<file path="src/rtl/lc330_mc_control.sv">
// Multi-cycle control FSM for the LC330 shared-ALU/shared-memory datapath.
// Optional performance counters are built when LC330_PERFCNT_EN is defined.
module lc330_mc_control (
    input  logic        clk,
    input  logic        rst,
    input  logic [2:0]  opcode,
    input  logic        eq,
    input  logic        mem_ready,
    output logic        pc_we,
    output logic [1:0]  pc_src,
    output logic        ir_we,
    output logic        mdr_we,
    output logic        aluout_we,
    output logic        mem_addr_src,
    output logic        mem_re,
    output logic        mem_we,
    output logic        rf_we,
    output logic        rf_dst_sel,
    output logic [1:0]  rf_wd_src,
    output logic        alu_a_src,
    output logic [1:0]  alu_b_src,
    output logic        alu_op,
    output logic        halted,
    output logic [31:0] cycle_count,
    output logic [31:0] instr_count
);

    typedef enum logic [3:0] {
        StFetch,
        StDecode,
        StExecR,
        StWbR,
        StMemAddr,
        StLwRead,
        StLwWb,
        StSwWrite,
        StBeq,
        StJalr,
        StHalt
    } stateT;

    localparam logic [2:0] OpAdd  = 3'b000;
    localparam logic [2:0] OpNand = 3'b001;
    localparam logic [2:0] OpLw   = 3'b010;
    localparam logic [2:0] OpSw   = 3'b011;
    localparam logic [2:0] OpBeq  = 3'b100;
    localparam logic [2:0] OpJalr = 3'b101;
    localparam logic [2:0] OpHalt = 3'b110;

    stateT stateQ, stateD;

    always_ff @(posedge clk or posedge rst) begin
        if (rst) begin
            stateQ <= StFetch;
        end else begin
            stateQ <= stateD;
        end
    end

    always_comb begin
        stateD       = stateQ;
        pc_we        = 1'b0;
        pc_src       = 2'd0;
        ir_we        = 1'b0;
        mdr_we       = 1'b0;
        aluout_we    = 1'b0;
        mem_addr_src = 1'b0;
        mem_re       = 1'b0;
        mem_we       = 1'b0;
        rf_we        = 1'b0;
        rf_dst_sel   = 1'b0;
        rf_wd_src    = 2'd0;
        alu_a_src    = 1'b0;
        alu_b_src    = 2'd0;
        alu_op       = 1'b0;
        halted       = 1'b0;

        unique case (stateQ)
            StFetch: begin
                mem_re    = 1'b1;
                alu_b_src = 2'd1;
                if (mem_ready) begin
                    ir_we  = 1'b1;
                    pc_we  = 1'b1;
                    stateD = StDecode;
                end
            end
            StDecode: begin
                // Speculative branch target PC+1+offset, parked in ALUOut.
                alu_b_src = 2'd2;
                aluout_we = 1'b1;
                case (opcode)
                    OpAdd, OpNand: stateD = StExecR;
                    OpLw, OpSw:    stateD = StMemAddr;
                    OpBeq:         stateD = StBeq;
                    OpJalr:        stateD = StJalr;
                    OpHalt:        stateD = StHalt;
                    default:       stateD = StFetch;
                endcase
            end
            StExecR: begin
                alu_a_src = 1'b1;
                alu_op    = opcode[0];
                aluout_we = 1'b1;
                stateD    = StWbR;
            end
            StWbR: begin
                rf_we  = 1'b1;
                stateD = StFetch;
            end
            StMemAddr: begin
                alu_a_src = 1'b1;
                alu_b_src = 2'd2;
                aluout_we = 1'b1;
                stateD    = (opcode == OpLw) ? StLwRead : StSwWrite;
            end
            StLwRead: begin
                mem_re       = 1'b1;
                mem_addr_src = 1'b1;
                if (mem_ready) begin
                    mdr_we = 1'b1;
                    stateD = StLwWb;
                end
            end
            StLwWb: begin
                rf_we      = 1'b1;
                rf_dst_sel = 1'b1;
                rf_wd_src  = 2'd1;
                stateD     = StFetch;
            end
            StSwWrite: begin
                mem_we       = 1'b1;
                mem_addr_src = 1'b1;
                if (mem_ready) begin
                    stateD = StFetch;
                end
            end
            StBeq: begin
                alu_a_src = 1'b1;
                pc_src    = 2'd1;
                pc_we     = eq;
                stateD    = StFetch;
            end
            StJalr: begin
                // Regfile reads before it writes, so the jump uses the old regA.
                rf_we      = 1'b1;
                rf_dst_sel = 1'b1;
                rf_wd_src  = 2'd2;
                pc_we      = 1'b1;
                pc_src     = 2'd2;
                stateD     = StFetch;
            end
            StHalt: begin
                halted = 1'b1;
            end
            default: stateD = StFetch;
        endcase
    end

`ifdef LC330_PERFCNT_EN
    logic [31:0] cycleCountQ, instrCountQ;

    always_ff @(posedge clk or posedge rst) begin
        if (rst) begin
            cycleCountQ <= 32'd0;
            instrCountQ <= 32'd0;
        end else begin
            if (stateQ != StHalt) begin
                cycleCountQ <= cycleCountQ + 32'd1;
            end
            if (stateQ == StDecode) begin
                instrCountQ <= instrCountQ + 32'd1;
            end
        end
    end

    assign cycle_count = cycleCountQ;
    assign instr_count = instrCountQ;
`else
    assign cycle_count = 32'd0;
    assign instr_count = 32'd0;
`endif

endmodule

</file>
<file path="config.mk">
export PLATFORM = sky130hd
export DESIGN_NAME = lc330_mc_control
export DESIGN_NICKNAME = d
export VERILOG_FILES = /design/src/rtl/lc330_mc_control.sv
export SDC_FILE = /design/constraint.sdc
export NUM_CORES = 1
export LEC_CHECK = 0
export CORE_ASPECT_RATIO = 1.25
export CORE_MARGIN = 3
export CORE_UTILIZATION = 28
export CTS_CLUSTER_DIAMETER = 150
export CTS_CLUSTER_SIZE = 20
export DETAILED_ROUTE_END_ITERATION = 10
export GPL_TIMING_DRIVEN = 0
export PLACE_DENSITY = 0.82
export SLEW_MARGIN = 0
export SYNTH_ARGS = -nofsm -noshare
export SYNTH_HDL_FRONTEND = slang
export SYNTH_SLANG_ARGS = --single-unit
</file>
<file path="constraint.sdc">
create_clock -name clk -period 1.2 [get_ports clk]
set_input_delay 0.3 -clock clk [delete_from_list [all_inputs] [get_ports clk]]
set_output_delay 0.3 -clock clk [all_outputs]
set_load 0.005 [all_outputs]
</file>
**Placement by cell class**

Scale bar: 20 um.
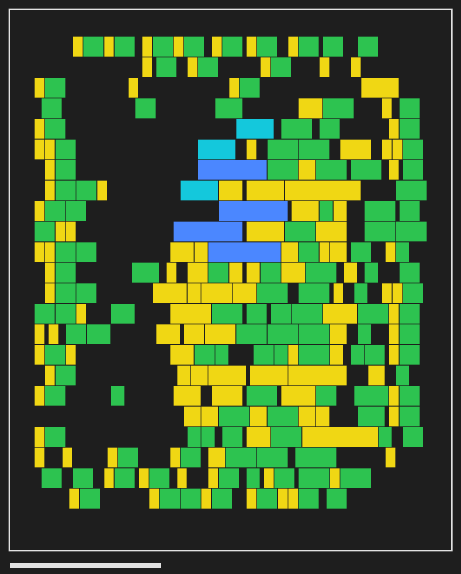
cyan -> clock-net drivers  # cells 3, share of their area 2.1%
blue -> registers  # cells 4, share of their area 5.2%
green -> remaining buffers and delay cells  # cells 127, share of their area 54%
yellow -> remaining logic cells  # cells 120, share of their area 38%
fin util: 0.609
cell row count: 23
final instance area: 1980 um^2

**Cells by drive strength**

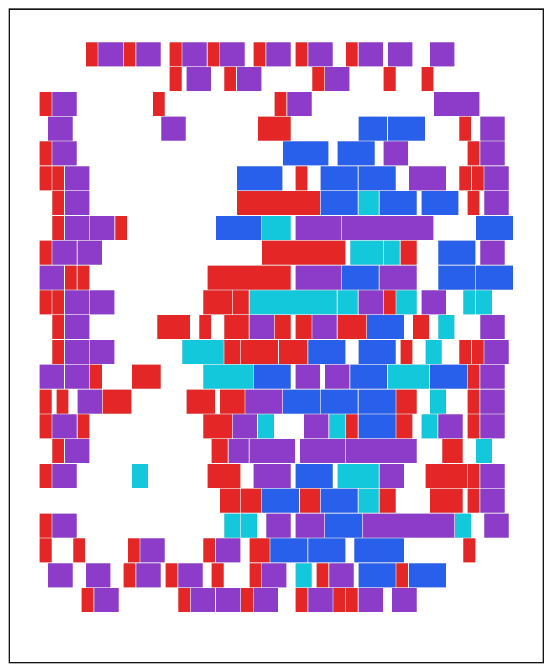
purple -> x3 and x4  # cells 90, share 35%
red -> x1 and smaller  # cells 103, share 41%
cyan -> x2  # cells 26, share 10%
blue -> x6 and larger  # cells 35, share 14%
area delta synth->final: 106%
Non-clock buffers: 127
Final WS setup: -503 ps

**M1 wires**

Supply wires on this layer in gray.
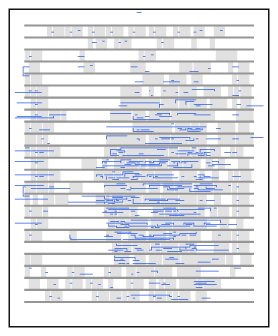
nets with wire on the layer = 206
longest straight run = 22.5 um
main direction = horizontal
share of all routed wire = 33%
GR Layer Usage met1: 0.114
vias: 1055
final WL: 2.88 mm

==> impl_metrics.yaml <==
# generated from flow reports
place:
  port-buffer-count: 24
  postPlaceCellArea_um2: 1540
  dpl_worst_slack_ps: -796
yosys:
  yosys.area.top_type: "buf_4"
  synthXorXnorAreaFrac: 0.0182
  yosysTopAreaCellShare: 0.516
  synthTopLogicFamily: "buffers and inverters"
  edf_count: 0
  synth.cell_area_um2: 961
final_layout:
  final_cells: 291
  logic_gate_count: 116
  layout_top_cells: "76 x buf_4, 64 x conb_1, 30 x buf_6"
  top_regs: "stateQ (4)"
  clock_buffers: 3
  diodes: 0
sta:
  clock_skew_ps: 2.88
  whs_ps: 273
  setup_viol: 21
  timing.final.ws_setup_ps: -503
  rsz0062_at_grt: "yes"
  post-route-period-util: 1.42
outcome:
  failed_checks: "setup timing"
  status: "finished, violations left"
power:
  clkPwrFrac: 0.075
  p_leak_nw: 1.18
  power_leader: "combinational logic"
  p_int_mw: 2.27
floorplanning:
  core_um2: 3250
  die_area_um2: 4170
  die_h_um: 71.5
worst_setup_path:
  crit_buf_inv: 3
  slowest_stage: "dfrtp_1"
  cp.depth: 6
  reg2reg_to: "stateQ[1]$_DFFE_PP0P_"
  path_class: "flip-flop to output port"
clock_network:
  cts-root-buf: "clkbuf_8"
  holdBufCountCts: 0
  cts_resized: 105
  cts_buffers: 3
route:
  routed_via_density: 3.63
  wire_per_inst_um: 9.89
min_path:
  hold_path.class: "primary input to async pin"
global_route:
  grt_use_met3: 0.0270
  grt_antenna_before_repair: 0
Power and IR drop assume default switching activity.
